## config.mk

```make
export PLATFORM = sky130hd
export DESIGN_NAME = alu_issue_wb
export DESIGN_NICKNAME = d
export VERILOG_FILES = /design/src/rtl/alu_issue_wb.sv
export SDC_FILE = /design/constraint.sdc
export NUM_CORES = 1
export LEC_CHECK = 0
export ABC_CLOCK_PERIOD_IN_PS = 4750
export CORE_UTILIZATION = 60
export CTS_CLUSTER_DIAMETER = 120
export CTS_CLUSTER_SIZE = 14
export DETAILED_ROUTE_END_ITERATION = 10
export PLACE_DENSITY = 0.85
export SYNTH_ARGS = -nofsm -noshare
export SYNTH_HDL_FRONTEND = slang
export SYNTH_SLANG_ARGS = --single-unit
```

## constraint.sdc

```tcl
create_clock -name CLK -period 4.75 [get_ports CLK]
set_clock_uncertainty 0.15 [all_clocks]
set_input_delay 1.425 -clock CLK [delete_from_list [all_inputs] [get_ports CLK]]
set_output_delay 1.425 -clock CLK [all_outputs]
set_load 0.01 [all_outputs]
```

## src/rtl/alu_issue_wb.sv

```systemverilog
// Issue/writeback stage around the 16-bit ALU: decodes instructions, drives ALU operands, writes results back.
// Define ISSUE_OVERLAP_EN to accept the next instruction during writeback, with forwarding from alu_res.
module alu_issue_wb #(
  parameter int DW       = 16,
  parameter bit RF_CLEAR = 1'b1
) (
  input  logic          CLK,
  input  logic          RST,
  input  logic          in_valid,
  output logic          in_ready,
  input  logic [15:0]   in_instr,
  output logic [DW-1:0] alu_opa,
  output logic [DW-1:0] alu_opb,
  output logic [3:0]    alu_op,
  input  logic [DW-1:0] alu_res,
  input  logic [2:0]    alu_flags,
  output logic          wb_valid,
  output logic [2:0]    wb_rd,
  output logic [DW-1:0] wb_data,
  output logic [2:0]    flags,
  output logic          illegal,
  input  logic [2:0]    dbg_addr,
  output logic [DW-1:0] dbg_data
);

  typedef enum logic [1:0] {IDLE, EXEC, WB} state_t;

  localparam logic [3:0] OP_ADD  = 4'd0;
  localparam logic [3:0] OP_ADDI = 4'd6;

  state_t        state, state_nxt;
  logic [DW-1:0] rf [8];
  logic [2:0]    rd_q;

  logic [3:0]    op;
  logic [2:0]    rd, rs, rt;
  logic [5:0]    imm6;
  logic          op_legal, accept, issue;
  logic [DW-1:0] rs_data, rt_data, opa_src, rt_src, opb_src;

  assign op   = in_instr[15:12];
  assign rd   = in_instr[11:9];
  assign rs   = in_instr[8:6];
  assign rt   = in_instr[5:3];
  assign imm6 = in_instr[5:0];

  assign op_legal = (op <= OP_ADDI);
  assign accept   = in_valid && in_ready;
  assign issue    = accept && op_legal;

  // r0 is hardwired to zero on every read port, so its storage is never consulted.
  assign rs_data  = (rs == 3'd0)       ? '0 : rf[rs];
  assign rt_data  = (rt == 3'd0)       ? '0 : rf[rt];
  assign dbg_data = (dbg_addr == 3'd0) ? '0 : rf[dbg_addr];

`ifdef ISSUE_OVERLAP_EN
  // An instruction issued during WB sees rf[rd_q] one edge too early; take the value from the ALU instead.
  logic fwd_ok;
  assign fwd_ok  = (state == WB) && (rd_q != 3'd0);
  assign opa_src = (fwd_ok && rs == rd_q) ? alu_res : rs_data;
  assign rt_src  = (fwd_ok && rt == rd_q) ? alu_res : rt_data;
`else
  assign opa_src = rs_data;
  assign rt_src  = rt_data;
`endif

  assign opb_src = (op == OP_ADDI) ? {{(DW-6){imm6[5]}}, imm6} : rt_src;

  always_ff @(posedge CLK) begin
    if (RST) state <= IDLE;
    else     state <= state_nxt;
  end

  // NOTE: every output of this block gets a default before the case, so no path can infer a latch.
  // in_valid is used instead of accept here to keep in_ready out of its own fan-in.
  always_comb begin
    state_nxt = state;
    in_ready  = 1'b0;
    case (state)
      IDLE: begin
        in_ready = 1'b1;
        if (in_valid && op_legal) state_nxt = EXEC;
      end
      EXEC: state_nxt = WB;
      WB: begin
`ifdef ISSUE_OVERLAP_EN
        in_ready  = 1'b1;
        state_nxt = (in_valid && op_legal) ? EXEC : IDLE;
`else
        state_nxt = IDLE;
`endif
      end
      default: state_nxt = IDLE;
    endcase
  end

  // NOTE: sequential state uses non-blocking assignments so every register samples pre-edge values.
  always_ff @(posedge CLK) begin
    if (RST) begin
      alu_opa  <= '0;
      alu_opb  <= '0;
      alu_op   <= '0;
      rd_q     <= '0;
      wb_valid <= 1'b0;
      wb_rd    <= '0;
      wb_data  <= '0;
      flags    <= '0;
      illegal  <= 1'b0;
    end else begin
      wb_valid <= (state == WB);
      illegal  <= accept && !op_legal;
      if (state == WB) begin
        wb_rd   <= rd_q;
        wb_data <= alu_res;
        flags   <= alu_flags;
      end
      if (issue) begin
        alu_opa <= opa_src;
        alu_opb <= opb_src;
        alu_op  <= (op == OP_ADDI) ? OP_ADD : op;
        rd_q    <= rd;
      end
    end
  end

  // NOTE: the register file is only cleared when RF_CLEAR is set; otherwise it keeps its contents
  // through RST, but a reset still blocks the pending writeback.
  always_ff @(posedge CLK) begin
    if (RST) begin
      if (RF_CLEAR) begin
        for (int i = 0; i < 8; i++) rf[i] <= '0;
      end
    end else if (state == WB && rd_q != 3'd0) begin
      rf[rd_q] <= alu_res;
    end
  end

endmodule
```

==> ci_impl_report.md, run 1 <==
### Yosys + OpenROAD results

| Metric | Value |
|---|---|
| Max Buffers Root-to-Sink | 2 |
| Worst r2r src | state[0]$_SDFFE_PP0P_ |
| Tool warnings | 26 |
| Logic share of the area | 37.60% |
| CP max stage cell | clkdlybuf4s50_1 |
| Antenna diodes | 0 |
| CP delay by family, top | buffers and inverters |
| Reg-to-reg slack, setup | 2.15 ns |
| Final worst slack | 0.04769 ns |
| Final nets | 913 |
| Yosys stat cell total | 765 |
| Logic cell area | 0.004238 mm² |
| Floorplan Nets | 806 |
| Peak per-stage delay on the critical path | 0.50 ns |
| Seq cells | 177 |
| Global-route wire length before repair | 41720 µm |
| Leading area contributor after synthesis | edfxtp_1 |
| Arr. time, crit path | 3.13 ns |
| Pre-antenna DRT Iters | 5 |
| Most Crowded Layer GR | met2 |
| DR vias | 7201 |
| Flop area | 0.004664 mm² |
| R2R cell count | 3 |
| M1 GR Usage | 49.90% |
| Outcome | complete, no violations |
| Critical path endpoint category | output pin |
## run 1: placed cells by master (no fill, tap or decap), types with 3 or more instances in the layout
cell type | synthesis | routed
and2_1 | 113 | 113
clkdlybuf4s50_1 | 0 | 112
edfxtp_1 | 112 | 112
dfxtp_1 | 65 | 65
a21oi_1 | 60 | 60
nand2_1 | 57 | 57
mux2_2 | 48 | 48
mux4_2 | 47 | 47
a221oi_1 | 33 | 32
buf_4 | 7 | 32
nor2b_1 | 24 | 23
nand3_1 | 18 | 18
inv_1 | 17 | 17
clkbuf_16 | 0 | 17
o41ai_1 | 15 | 15
a22oi_1 | 12 | 12
o211ai_1 | 12 | 12
a2bb2oi_1 | 10 | 10
inv_6 | 0 | 7
nor2_1 | 5 | 5
o21ai_0 | 8 | 5
or2_2 | 4 | 4
inv_8 | 0 | 4
o21ai_2 | 0 | 3
nand2b_1 | 3 | 3
nor4_4 | 3 | 3
nor2_4 | 3 | 3
mux2i_1 | 3 | 3
## run 1: tightest hold or removal path, stage by stage, from the launching register on
cell	delay, ns
dfxtp_1	0.31
nand2_1	0.05
a21oi_1	0.05
## run 1: per-stage QoR
| step | power (W) | std cells | setup TNS (ns) | util [%] |
|---|---|---|---|---|
| floorplan | 0.002008 | 765 | 0 | - |
| global placement | 0.002212 | 1037 | -3.536 | 70.23 |
| detailed placement | 0.002220 | 1037 | -3.852 | 70.23 |
| CTS | 0.003548 | 1073 | 0 | 74.40 |
| global route | 0.003642 | 1073 | -0.007523 | 74.41 |
| finish | 0.003551 | 1073 | 0 | 74.41 |
## run 1: layer usage
layer | vias up | wire length, µm
li1 | 3109 | -
met1 | 3575 | 11350
met2 | 455 | 12510
met3 | 62 | 2872
met4 | 0 | 775
met5 | - | 0
## run 1: power breakdown
part,internal [W],switching [W],total [W]
registers,0.00168,0.0000464,0.00173
clock network,0.000695,0.000651,0.00135
logic,0.000227,0.000247,0.000474
## run 1: cell usage after synthesis, drive strengths merged, types with 15 or more instances
cell    count
buf        47
edfxtp    112
dfxtp      65
clkbuf     21
nand2      59
a221oi     33
inv        17
and2      113
nand3      18
nor2b      24
mux2       48
o41ai      15
mux4       47
a21oi      60
## run 1: worst max-delay path by stage
stage	from	end	slack (ns)
detailed placement	dbg_addr[1]	dbg_data[6]	-0.32
CTS	dbg_addr[0]	dbg_data[3]	0.02
finish	dbg_addr[1]	dbg_data[6]	0.05
global placement	dbg_addr[1]	dbg_data[7]	-0.29
global route	dbg_addr[1]	dbg_data[13]	-0.008
floorplan	dbg_addr[1]	dbg_data[15]	0.65
## run 1: kinds of logic after synthesis
kind of cell	Yosys count	share of synthesized area, %
AOI/OAI and AO/OA	159	11.85
and+or+nand+nor	246	15.92
buffers and inverters	85	4.573
DFF	177	50.14
muxes	98	17.51
## run 1: flip-flops by register name, summed over array words and instances, names as in the netlist
signal    flops
alu_op        4
alu_opa      16
alu_opb      16
flags         3
illegal       1
rd_q          3
rf          112
state         2
wb_data      16
wb_rd         3
wb_valid      1
## run 1: repair_timing
action / 4_1_cts / 5_1_grt
setup endpoints to repair: 16 / 9
gates resized: 9 / 5
gates cloned: 3 / 0
buffers inserted: 1 / 0
hold endpoints to repair: 0 / 0
### PDN straps and rails, run 1

Bar = 50 µm. Pins as bars on the die edge.
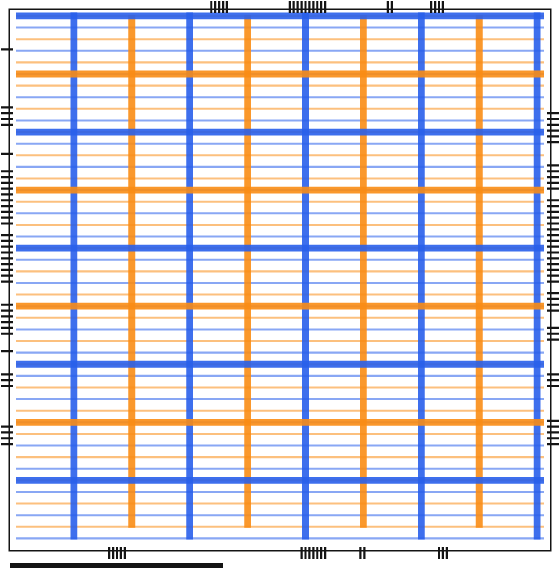
| net | colour |
|---|---|
| VSS | blue |
| VDD | orange |
met4 straps: 9
rows: 45
met5 straps: 9
signal pins: 118
met1 rails: 46

### Placed cells, one colour a class, run 1

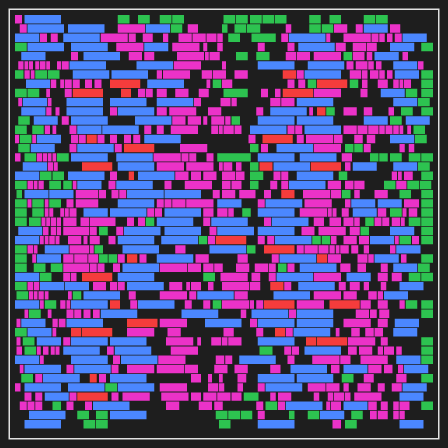
| class | colour | cells | share of their area |
|---|---|---|---|
| registers | blue | 177 | 42% |
| remaining logic cells | magenta | 520 | 39% |
| clock drivers and dummy loads | red | 32 | 5.1% |
| remaining buffers and delay cells | green | 156 | 14% |

### Routed clock nets over the placement, run 1

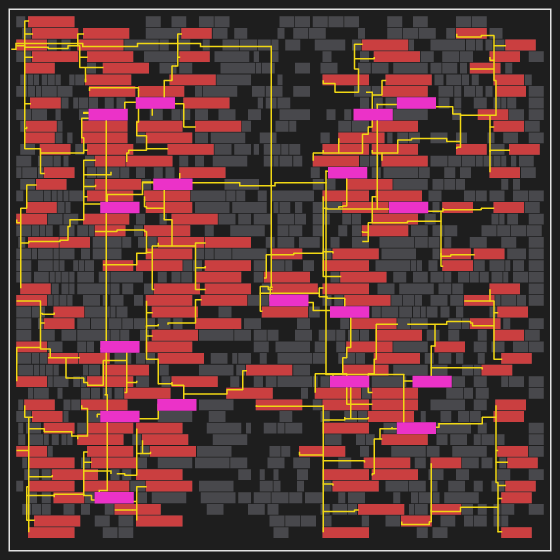
[clock-net drivers] magenta | count: 17
[clock wires] yellow | length: 1880 µm
[flip-flops] red | count: 177
flops lie: all over the die

### Wiring by layer, run 1

Bar = 50 µm.
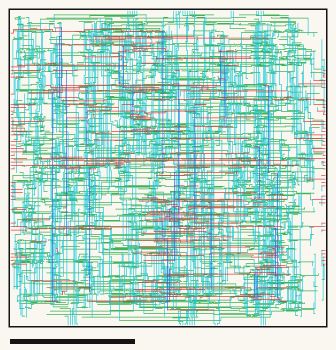
| layer | colour | wire length |
|---|---|---|
| M3 | red | 2870 µm |
| M2 | cyan | 12500 µm |
| M4 | blue | 775 µm |
| M1 | green | 11400 µm |

### Routing congestion map, run 1

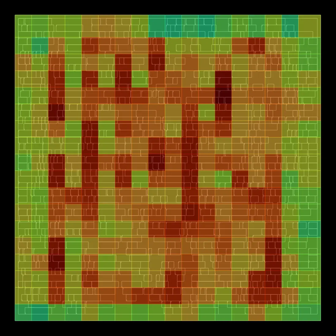

==> run 2, diff against run 1 <==
--- a/config.mk
+++ b/config.mk
@@ -6,11 +6,13 @@
 export NUM_CORES = 1
 export LEC_CHECK = 0
 export ABC_CLOCK_PERIOD_IN_PS = 4750
+export CORE_MARGIN = 2
 export CORE_UTILIZATION = 60
 export CTS_CLUSTER_DIAMETER = 120
 export CTS_CLUSTER_SIZE = 14
 export DETAILED_ROUTE_END_ITERATION = 10
 export PLACE_DENSITY = 0.85
+export REMOVE_ABC_BUFFERS = 1
 export SYNTH_ARGS = -nofsm -noshare
 export SYNTH_HDL_FRONTEND = slang
 export SYNTH_SLANG_ARGS = --single-unit
### Routing congestion map, run 2

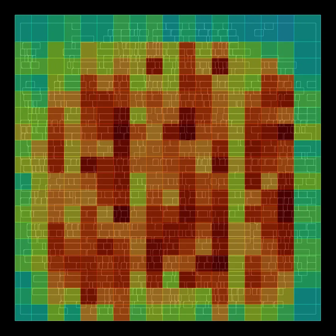
met3 usage: 7.942%
grt met2 use: 59.48%
Most Crowded Layer GR: met2

==> run 2 against run 1 <==
  * Cell count fell by 0.37%
  * Largest cell class unchanged
  * Clock-buffer cell count rose by 2
  * Synthesized cell count did not move
  * Area after synthesis did not move
  * Maximum frequency rose by 2.3%
  * Worst setup slack improved by 0.11 ns
  * Combinational power fell by 2%
  * Sequential share of layout area rose by 0.11 points
  * Clock power rose by 3%
  * Core utilization fell by 0.47 points
==> ci_impl_report.md, run 2 <==
### Yosys + OpenROAD results

| Metric | Value |
|---|---|
| Overflow after GRT | 0 (unchanged) |
| Leading area contributor after synthesis | edfxtp_1 (unchanged) |
| Post-synthesis register bit count | 177 (unchanged) |
| Tool warnings | 25 (was 26) |
| Flop area | 0.004664 mm² (unchanged) |
| DR vias | 7340 (was 7201) |
| Global-route wire length before repair | 42280 µm (was 41720 µm) |
| Outcome | complete, no violations (unchanged) |
| Biggest register | rf (unchanged) |
| Yosys stat cell total | 765 (unchanged) |
| FILL cells | 939 (was 968) |
| Critical path peak fanout | 32 (was 6) |
| Top post-synthesis cells by count | and2_1 (113), edfxtp_1 (112), dfxtp_1 (65) (unchanged) |
| Clock-pin slew on the worst setup and hold paths | 0.07 ns (about the same) |
| Post-DRT Antenna Nets | 0 (unchanged) |
| Post-CTS Setup Repair Bufs | 0 (was 1) |
| Max Buffers Root-to-Sink | 2 (unchanged) |
| Vias/cell | 6.866 (was 6.711) |
| Final nets | 909 (was 913) |
| Inserted Clock Buffers | 17 (unchanged) |
| Number of flops mapped to enable cells by yosys | 112 (unchanged) |
| Antenna diodes | 0 (unchanged) |
| Commonest cells after routing, fill and taps aside | and2_1 (113), clkdlybuf4s50_1 (112), edfxtp_1 (112) (unchanged) |
| Final worst slack | 0.1541 ns (was 0.04769 ns) |
| Max reg flops | 112 (unchanged) |
| Die Ht | 128.5 µm (was 126.5 µm) |
| Placer Congestion | 0.8302 (was 0.8627) |
| Yosys Chip Area | 0.009303 mm² (unchanged) |
| Logic cell area | 0.004222 mm² (was 0.004238 mm²) |
| Area grow syn2layout | 20.82% (was 21.14%) |
| Count leader, synth | and2_1 (unchanged) |
| Critical path endpoint category | output pin (unchanged) |
| Arr. time, crit path | 3.02 ns (was 3.13 ns) |
| Most numerous logic cell after layout | and2_1 (unchanged) |
| Mapped Cells | 765 (unchanged) |
| Pre-antenna DRT Iters | 5 (unchanged) |
| TritonCTS clock tree | built (unchanged) |
### Placed cells, one colour a class, run 2

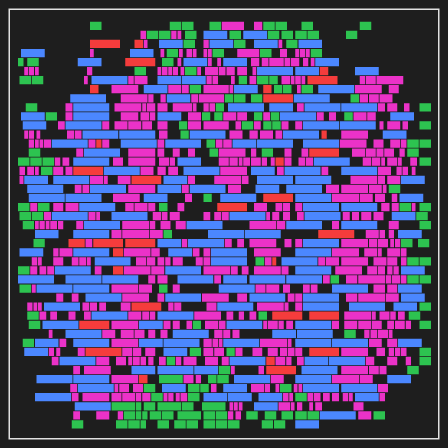
| class | colour | cells | share of their area |
|---|---|---|---|
| registers | blue | 177 | 42% |
| clock drivers and dummy loads | red | 32 | 5.3% |
| remaining logic cells | magenta | 520 | 39% |
| remaining buffers and delay cells | green | 152 | 13% |

[run 2: cell counts after synthesis]
No cell type changed its count.
[run 2: stage by stage]
| stage | hold WS, ns | std cells | util [%] | power (W) | TNS [ns] |
|---|---|---|---|---|---|
| after global placement | 0.2919 | 1037 | 69.93 | 0.002192 | -2.854 |
| final | 0.3057 | 1069 | 73.93 | 0.003588 | 0 |
| after CTS | 0.3017 | 1069 | 73.88 | 0.003581 | 0 |
| after floorplan | 0.3200 | 697 | - | 0.001953 | 0 |
| after detailed placement | 0.2931 | 1037 | 69.93 | 0.002210 | -3.438 |
| after global routing | 0.3256 | 1069 | 73.93 | 0.003680 | 0 |
[run 2: path summary, 6_finish.rpt]
check,start,end,slack (ns),cells past startpoint
min,wb_rd[1]$_SDFFE_PP0N_,wb_rd[1]$_SDFFE_PP0N_,0.31,2
min reg2reg,wb_rd[1]$_SDFFE_PP0N_,wb_rd[1]$_SDFFE_PP0N_,0.31,2
max reg2reg,state[1]$_SDFFE_PP0P_,rf[1][13]$_SDFFCE_PN0P_,2.31,5
max,dbg_addr[2],dbg_data[5],0.15,5
[run 2: routing by layer]
layer / up-vias / track usage, % / share of wire [%]
met2: 549 / 59.48 / 51
met4: 0 / 23.98 / 6.1
met3: 147 / 7.942 / 9.9
met1: 3546 / 38.12 / 33
li1: 3098 / - / -
met5: - / 0 / 0
[run 2: worst max-delay path, cell delays in order]
cell             delay, ns
clkdlybuf4s50_1       0.51
buf_12                0.21
a221oi_1              0.08
a21oi_1               0.19
clkdlybuf4s50_1       0.59
[run 2: cell type report]
type,count,area share (%)
sequential,177,41.50
multi-input combinational,503,37.56
timing repair buffer,152,13.09
clock buffer,19,3.941
tap,188,2.093
clock inverter,13,1.247
inverter,17,0.5677
[run 2: kinds of logic after synthesis]
family / count (synthesis) / share of synthesized area [%]
simple gates: 246 / 15.92
flops: 177 / 50.14
compound gates: 159 / 11.85
buf+inv: 85 / 4.573
mux: 98 / 17.51
[run 2: where the power goes]
part | internal (W) | total [W] | switching [W]
Sequential | 0.00168 | 0.00173 | 0.0000454
Clock | 0.000787 | 0.00139 | 0.000608
Combinational | 0.000224 | 0.000464 | 0.000239
Total | 0.00270 | 0.00359 | 0.000893
[run 2: what timing repair did]
item | in CTS | in global routing
endpoints found under the setup margin | 16 | 8
endpoints found under the hold margin | 0 | 0
resized | 6 | 4
cloned | 0 | 0
### Wiring by layer, run 2

Bar = 50 µm.
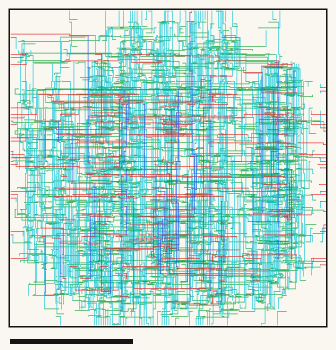

==> run 3, diff against run 2 <==
--- a/config.mk
+++ b/config.mk
@@ -5,13 +5,14 @@
 export SDC_FILE = /design/constraint.sdc
 export NUM_CORES = 1
 export LEC_CHECK = 0
-export ABC_CLOCK_PERIOD_IN_PS = 4750
+export ABC_CLOCK_PERIOD_IN_PS = 5100
 export CORE_MARGIN = 2
-export CORE_UTILIZATION = 60
+export CORE_UTILIZATION = 56
 export CTS_CLUSTER_DIAMETER = 120
 export CTS_CLUSTER_SIZE = 14
 export DETAILED_ROUTE_END_ITERATION = 10
-export PLACE_DENSITY = 0.85
+export HOLD_SLACK_MARGIN = 0.1
+export PLACE_DENSITY = 0.81
 export REMOVE_ABC_BUFFERS = 1
 export SYNTH_ARGS = -nofsm -noshare
 export SYNTH_HDL_FRONTEND = slang
==> constraint.sdc (replaced) <==
create_clock -name CLK -period 5.1 [get_ports CLK]
set_clock_uncertainty 0.15 [all_clocks]
set_input_delay 1.53 -clock CLK [delete_from_list [all_inputs] [get_ports CLK]]
set_output_delay 1.53 -clock CLK [all_outputs]
set_load 0.01 [all_outputs]
### Wiring by layer, run 3

Bar = 50 µm.
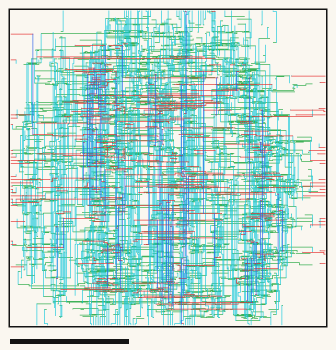
| layer | colour | wire length |
|---|---|---|
| M1 | green | 9240 µm |
| M4 | blue | 1560 µm |
| M2 | cyan | 14000 µm |
| M3 | red | 2770 µm |

==> run 3 against run 2 <==
  * Hold slack better by 0.0017 ns
  * Sequential share of layout area is 0.18 points lower
  * Via count is 0.71% lower
  * Core utilization is 5.1 points lower
  * First-iteration DRC count is 1.6% lower
  * Cell count is 2.7% higher
  * Sequential power is 7% lower
  * Register-to-register slack worse by 0.22 ns
  * Worst setup slack worse by 0.10 ns
  * Clock power hardly changed
  * Area after synthesis stayed put
==> ci_impl_report.md, run 3 <==
### Yosys + OpenROAD results

| Metric | Value |
|---|---|
| Outcome | complete, no violations (unchanged) |
| Root Driver | clkbuf_16 (unchanged) |
| Overall power | 0.003415 W (was 0.003588 W) |
| Tool warnings | 25 (unchanged) |
| Cell Area, Synth | 0.009303 mm² (unchanged) |
| Global-route wire length before repair | 42070 µm (was 42280 µm) |
| Top post-synthesis cells by count | and2_1 (113), edfxtp_1 (112), dfxtp_1 (65) (unchanged) |
| DR vias | 7288 (was 7340) |
| Number of flops mapped to enable cells by yosys | 112 (unchanged) |
| Seq share, synth | 50.14% (unchanged) |
| Biggest register | rf (unchanged) |
| Max reg flops | 112 (unchanged) |
| Area grow syn2layout | 21.36% (was 20.82%) |
| Mapped Cells | 765 (unchanged) |
| Most numerous logic cell after layout | and2_1 (unchanged) |
| Max Buffers Root-to-Sink | 2 (unchanged) |
| Post-CTS Setup Repair Bufs | 0 (unchanged) |
| Number of global-route vias before repair | 7479 (was 7863) |
| WL final | 27580 µm (was 27740 µm) |
| Yosys stat cell total | 765 (unchanged) |
| CTS Sinks | 177 (unchanged) |
| Row Count | 47 (was 45) |
| Pre-antenna DRT Iters | 5 (unchanged) |
| RSZ-0062 raised after global routing | no (unchanged) |
| Clock-pin slew on the worst setup and hold paths | 0.07 ns (about the same) |
| Inserted Clock Buffers | 17 (unchanged) |
| Post-synthesis register bit count | 177 (unchanged) |
| Final worst slack | 0.04986 ns (was 0.1541 ns) |
| Worst Tran Pin Value | 1.272 ns (was 1.162 ns) |
| Antenna diodes | 0 (unchanged) |
| Placer Congestion | 0.8318 (was 0.8302) |
| Iteration-0 DRC Markers | 783 (was 796) |
| Critical path endpoint category | output pin (unchanged) |
| Vias/cell | 6.638 (was 6.866) |
| Required @ worst endpoint | 3.42 ns (was 3.17 ns) |
| Post-DRT Antenna Nets | 0 (unchanged) |
| Count leader, synth | and2_1 (unchanged) |
| Die Ht | 132.9 µm (was 128.5 µm) |
| Crit start category | input port (unchanged) |
| Overflow after GRT | 0 (unchanged) |
| Yosys Chip Area | 0.009303 mm² (unchanged) |
| Leading area contributor after synthesis | edfxtp_1 (unchanged) |
| TritonCTS clock tree | built (unchanged) |
| Later-pin clock latency in the skew report | 0.43 ns (was 0.44 ns) |
| Critical path peak fanout | 11 (was 32) |
| Pre-CTS setup slack | -0.1739 ns (was -0.2802 ns) |
| Final nets | 906 (was 909) |
| Commonest cells after routing, fill and taps aside | and2_1 (113), edfxtp_1 (112), clkdlybuf4s50_1 (97) (was and2_1 (113), clkdlybuf4s50_1 (112), edfxtp_1 (112)) |
| Arr. time, crit path | 3.37 ns (was 3.02 ns) |
### Routed clock nets over the placement, run 3

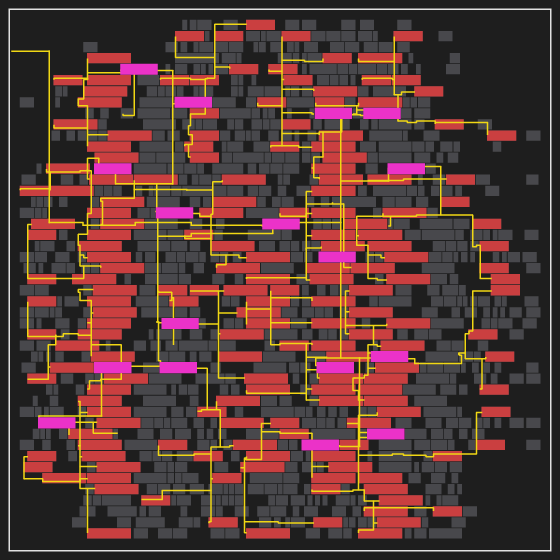
[clock wires] yellow | length: 2000 µm
[clock-net drivers] magenta | count: 17
[flip-flops] red | count: 177
routed clock nets: 18

-- run 3: cell counts after synthesis --
No cell type changed its count.
-- run 3: repair_timing --
| item | CTS | global route |
|---|---|---|
| resized | 20 | 0 |
| endpoints found under the hold margin | 0 | 0 |
| setup endpoints to repair | 16 | 0 |
-- run 3: critical path, stage by stage --
cell and delay (ns):
clkdlybuf4s50_1 0.46, buf_4 0.16, buf_12 0.15, mux2_2 0.34, a221oi_1 0.28, a21oi_1 0.12
dlygate4sd2_1 0.32
-- run 3: cell type report --
cell class | instances | area [µm²]
clock buffer | 23 | 457.9
clock inverter | 9 | 156.4
fill | 1108 | 5117
inverter | 17 | 63.81
multi-input combinational | 503 | 4234
sequential | 177 | 4664
tap | 220 | 275.3
timing repair buffer | 149 | 1438
-- run 3: where the power goes --
part / internal, W / leakage, nW / switching, W
logic: 0.000200 / 2.04 / 0.000223
registers: 0.00157 / 1.68 / 0.0000434
clock network: 0.000834 / 0.289 / 0.000545
-- run 3: final timing paths --
path                                start                 endpoint  slack [ns]  cells past startpoint
setup reg to reg    state[0]$_SDFFE_PP0P_  rf[2][11]$_SDFFCE_PN0P_        2.09                      5
hold / removal    wb_data[4]$_SDFFE_PP0N_  wb_data[4]$_SDFFE_PP0N_        0.31                      2
setup / recovery              dbg_addr[1]              dbg_data[7]        0.05                      7
hold reg to reg   wb_data[4]$_SDFFE_PP0N_  wb_data[4]$_SDFFE_PP0N_        0.31                      2
-- run 3: stage by stage --
step / cells / hold slack, ns / util (%) / setup TNS, ns
floorplan: 697 / 0.3200 / - / 0
global placement: 1066 / 0.2909 / 65.07 / -0.3602
detailed placement: 1066 / 0.2998 / 65.07 / -1.098
CTS: 1098 / 0.3089 / 68.81 / 0
global route: 1098 / 0.3257 / 68.81 / 0
finish: 1098 / 0.3074 / 68.81 / 0
-- run 3: layer usage --
metal  track usage, %  part of all wire [%]  up-vias
li1                 -                     -     3092
met4            19.71                   5.7        0
met1            36.25                    34     3522
met5                0                     0        -
met2            55.90                    51      535
met3            6.015                    10      139
-- run 3: cell families (layout without fill, tap and decap cells) --
kind of cell	after synthesis	in the layout	synth area share, %
simple gates	246	246	15.92
flops	177	177	50.14
compound gates	159	159	11.85
mux	98	98	17.51
buf+inv	85	198	4.573
Power is estimated from default activity; no workload was simulated.
